Fig. 1: M1 wires
Bar = 50 um.
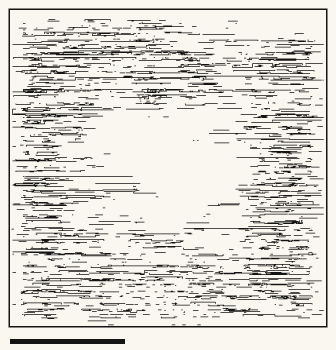
Fig. 2: the metal 2 layer
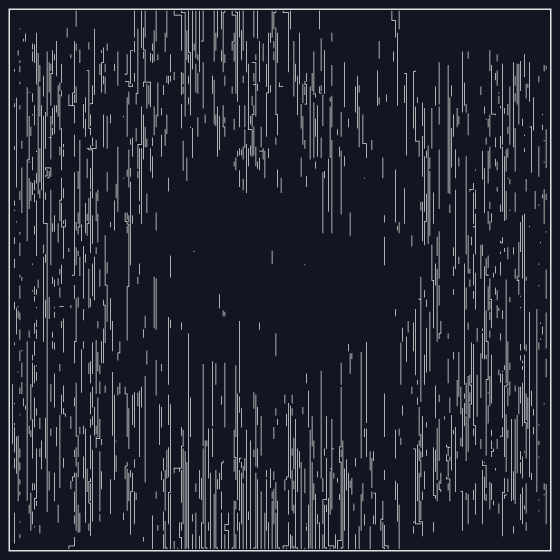
Fig. 3: met3 routing
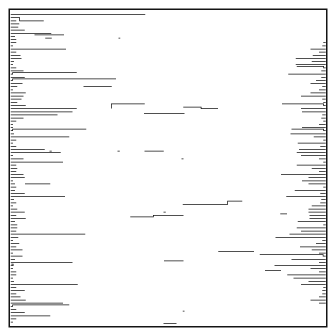
Fig. 4: the metal 4 layer
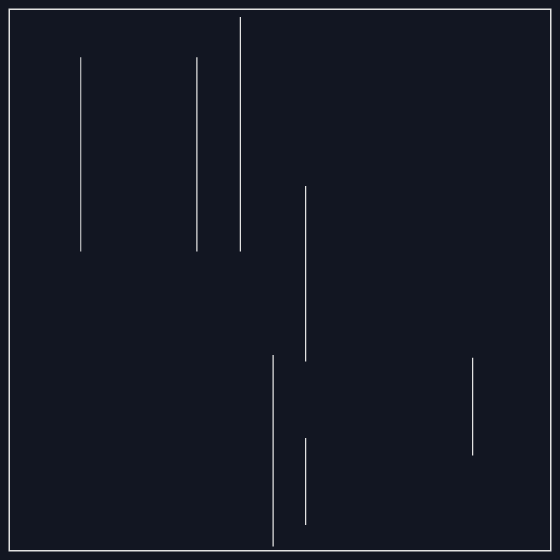
<file path="src/rtl/mem_port_arbiter.sv">
// mem_port_arbiter: shares the single-port core memory between instruction
// fetch (IF) and load/store (D). Each requester uses a req/ack handshake;
// the block latches the winner's operands, waits RD_LATENCY cycles for read
// data, then returns it with a one-cycle ack. Misaligned D accesses are
// answered with d_err and never reach memory.
// Optional feature: define MEM_ARB_RR_EN for round-robin arbitration
// (default build uses fixed D-over-IF priority).
module mem_port_arbiter #(
  parameter int unsigned RD_LATENCY = 1,
  parameter logic [1:0]  SZ_BYTE    = 2'b00,
  parameter logic [1:0]  SZ_HALF    = 2'b01,
  parameter logic [1:0]  SZ_WORD    = 2'b10
) (
  input  logic        clk,
  input  logic        rst,
  input  logic        if_req,
  input  logic [31:0] if_addr,
  output logic        if_ack,
  output logic [31:0] if_rdata,
  input  logic        d_req,
  input  logic        d_we,
  input  logic [31:0] d_addr,
  input  logic [31:0] d_wdata,
  input  logic [1:0]  d_size,
  input  logic        d_sz_ex,
  output logic        d_ack,
  output logic [31:0] d_rdata,
  output logic        d_err,
  output logic        mem_wr_en,
  output logic [31:0] mem_address,
  output logic [31:0] mem_in_data,
  output logic [1:0]  mem_size,
  output logic        mem_sz_ex,
  input  logic [31:0] mem_out_data,
  output logic        busy
);

  localparam int unsigned     CNT_W    = 3;
  localparam logic [CNT_W-1:0] CNT_LOAD = CNT_W'(RD_LATENCY - 1);

  typedef enum logic [1:0] {
    IDLE   = 2'd0,
    ACCESS = 2'd1,
    DONE   = 2'd2
  } state_t;

  state_t            state, state_n;
  logic [CNT_W-1:0]  cnt, cnt_n;
  logic              gnt_d, gnt_d_n;
  logic              err, err_n;
  logic              store, store_n;

  logic              if_ack_n, d_ack_n, d_err_n, busy_n;
  logic [31:0]       if_rdata_n, d_rdata_n;
  logic              wr_en_n, sz_ex_n;
  logic [31:0]       address_n, in_data_n;
  logic [1:0]        size_n;

  logic              misaligned_c;
  logic              pick_d_c;

  // Alignment check of the current D request; bytes are always aligned
  always_comb begin
    misaligned_c = 1'b0;
    if (d_size == SZ_WORD)      misaligned_c = (d_addr[1:0] != 2'b00);
    else if (d_size == SZ_HALF) misaligned_c = d_addr[0];
    else if (d_size == SZ_BYTE) misaligned_c = 1'b0;
  end

`ifdef MEM_ARB_RR_EN
  logic last_d, last_d_n;
  // Most recently granted requester loses a tie
  assign pick_d_c = d_req && (!if_req || !last_d);
`else
  // D always beats IF
  assign pick_d_c = d_req;
`endif

  // Next-state and next-output logic
  always_comb begin
    state_n    = state;
    cnt_n      = cnt;
    gnt_d_n    = gnt_d;
    err_n      = err;
    store_n    = store;
    if_ack_n   = 1'b0;
    d_ack_n    = 1'b0;
    d_err_n    = 1'b0;
    if_rdata_n = if_rdata;
    d_rdata_n  = d_rdata;
    wr_en_n    = 1'b0;
    address_n  = mem_address;
    in_data_n  = mem_in_data;
    size_n     = mem_size;
    sz_ex_n    = mem_sz_ex;
`ifdef MEM_ARB_RR_EN
    last_d_n   = last_d;
`endif

    case (state)
      IDLE: begin
`ifdef MEM_ARB_RR_EN
        if (d_req || if_req) last_d_n = pick_d_c;
`endif
        if (pick_d_c) begin
          gnt_d_n = 1'b1;
          if (misaligned_c) begin
            err_n     = 1'b1;
            store_n   = 1'b0;
            d_rdata_n = 32'd0;
            state_n   = DONE;
          end else begin
            err_n     = 1'b0;
            store_n   = d_we;
            wr_en_n   = d_we;
            address_n = d_addr;
            in_data_n = d_wdata;
            size_n    = d_size;
            sz_ex_n   = d_sz_ex;
            cnt_n     = CNT_LOAD;
            state_n   = ACCESS;
          end
        end else if (if_req) begin
          gnt_d_n   = 1'b0;
          err_n     = 1'b0;
          store_n   = 1'b0;
          address_n = if_addr;
          in_data_n = 32'd0;
          size_n    = SZ_WORD;
          sz_ex_n   = 1'b0;
          cnt_n     = CNT_LOAD;
          state_n   = ACCESS;
        end
      end

      ACCESS: begin
        if (cnt == '0) begin
          if (gnt_d) d_rdata_n  = store ? 32'd0 : mem_out_data;
          else       if_rdata_n = mem_out_data;
          address_n = 32'd0;
          in_data_n = 32'd0;
          size_n    = SZ_WORD;
          sz_ex_n   = 1'b0;
          state_n   = DONE;
        end else begin
          cnt_n = cnt - CNT_W'(1);
        end
      end

      DONE: begin
        if_ack_n = !gnt_d;
        d_ack_n  = gnt_d;
        d_err_n  = gnt_d && err;
        state_n  = IDLE;
      end

      default: state_n = IDLE;
    endcase

    busy_n = (state_n != IDLE);
  end

  // State and output registers
  always_ff @(posedge clk or posedge rst) begin
    if (rst) begin
      state       <= IDLE;
      cnt         <= '0;
      gnt_d       <= 1'b0;
      err         <= 1'b0;
      store       <= 1'b0;
      if_ack      <= 1'b0;
      d_ack       <= 1'b0;
      d_err       <= 1'b0;
      if_rdata    <= 32'd0;
      d_rdata     <= 32'd0;
      mem_wr_en   <= 1'b0;
      mem_address <= 32'd0;
      mem_in_data <= 32'd0;
      mem_size    <= SZ_WORD;
      mem_sz_ex   <= 1'b0;
      busy        <= 1'b0;
    end else begin
      state       <= state_n;
      cnt         <= cnt_n;
      gnt_d       <= gnt_d_n;
      err         <= err_n;
      store       <= store_n;
      if_ack      <= if_ack_n;
      d_ack       <= d_ack_n;
      d_err       <= d_err_n;
      if_rdata    <= if_rdata_n;
      d_rdata     <= d_rdata_n;
      mem_wr_en   <= wr_en_n;
      mem_address <= address_n;
      mem_in_data <= in_data_n;
      mem_size    <= size_n;
      mem_sz_ex   <= sz_ex_n;
      busy        <= busy_n;
    end
  end

`ifdef MEM_ARB_RR_EN
  // Last-grant register; after reset IF counts as most recent
  always_ff @(posedge clk or posedge rst) begin
    if (rst) last_d <= 1'b0;
    else     last_d <= last_d_n;
  end
`endif

endmodule
</file>
<file path="config.mk">
export PLATFORM = sky130hd
export DESIGN_NAME = mem_port_arbiter
export DESIGN_NICKNAME = d
export VERILOG_FILES = /design/src/rtl/mem_port_arbiter.sv
export SDC_FILE = /design/constraint.sdc
export NUM_CORES = 1
export LEC_CHECK = 0
export CAP_MARGIN = 0
export CORE_UTILIZATION = 35
export DETAILED_ROUTE_END_ITERATION = 10
export MAX_ROUTING_LAYER = met4
export PLACE_DENSITY = 0.77
export SLEW_MARGIN = 30
export SYNTH_ARGS = -nofsm -noshare
export SYNTH_HDL_FRONTEND = slang
export SYNTH_SLANG_ARGS = --single-unit
</file>
<file path="constraint.sdc">
create_clock -name clk -period 6.9 [get_ports clk]
set_input_delay 1.38 -clock clk [delete_from_list [all_inputs] [get_ports clk]]
set_output_delay 1.38 -clock clk [all_outputs]
set_load 0.02 [all_outputs]
</file>
==> results.md <==
| Parameter | Value |
|:---|:---|
| Transition time at the pin with the least slew margin | 0.834 ns |
| Width of the die | 137 um |
| Prevailing logic family in the synthesized netlist | multiplexers |
| Inserted Diodes | 0 |
| Clock distribution area overhead in the final layout | 5.98% |
| Net switching component of the power | 1.79 mW |
| Proportion of synthesized chip area in sequential cells | 56.6% |
| Switching part of the total power | 37.9% |
| Number of endpoints with negative hold slack in the final report | 0 |
| Run status | finished clean |
| Post-synthesis xor/xnor area fraction | 0.137% |
| Terminating pin of the worst hold path | err$_DFFE_PP0P_ |
| Yosys-reported design area after synthesis | 0.00637 mm^2 |
| Tightest hold margin | 0.485 ns |
| Number of enable flip-flop cells | 0 |
| Cell Rows | 48 |
| Inserted Clock Buffers | 17 |
| Routed wl met3 | 1580 um |
| Setup Viol. Count Final | 0 |
| Buffers plus inverters on the worst setup path | 4 |
| Launching element of the worst setup path | d_req |
| Clock group power | 0.919 mW |
| Biggest power consumer among the groups | combinational cells |
| DR DRC count | 0 |
| Synth-to-layout area growth | 55.0% |
| Reg-to-reg slack, setup | 4.20 ns |
| Clk Latency, worst-skew pair | 0.41 ns |
| Cts-stage hold buffer count | 0 |
| Cell with the largest stage delay on the worst path | sky130_fd_sc_hd__o21bai_4 |
| Number of clock buffers in the layout | 21 |
| Synth warn | 0 |
| Leading post-synthesis cells by cell area | sky130_fd_sc_hd__dfrtp_1 56%, sky130_fd_sc_hd__mux2i_1 21%, sky130_fd_sc_hd__nand2_1 8.3%, sky130_fd_sc_hd__mux2_2 5.7%, sky130_fd_sc_hd__inv_1 2.2% |
| Combinational group share of total power | 49.3% |
| Dpl cells | 1,020 |
| Count of unique library cells instantiated by Yosys | 32 |
| GRT Total Usage | 18.8% |
| Nonclk inv count | 37 |
| Length of routed wiring on met1 | 7230 um |
-- Fig. 1 (at the start) --
wire length on this layer	7,230 um
share of all routed wire	44%
longest straight run	46.5 um
main direction	horizontal
detailed-route via count: 4,906
global routing usage on met1: 22.4%
Final Routed Wirelength: 16,600 um

-- Fig. 2 (at the start) --
wire length on this layer	7,440 um
nets with wire on the layer	818
main direction	vertical
routing usage on met2: 29.3%

-- Fig. 3 (at the start) --
nets with wire on the layer	191
main direction	horizontal
wire length on this layer	1,580 um
longest straight run	58.0 um
share of all routed wire	9.5%
global-route met3 utilization: 7.11%

-- Fig. 4 (at the start) --
share of all routed wire	1.8%
nets with wire on the layer	7
longest straight run	59.2 um
main direction	vertical
wire length on this layer	296 um

No activity file was given, so power comes from the tool's default toggle rates.
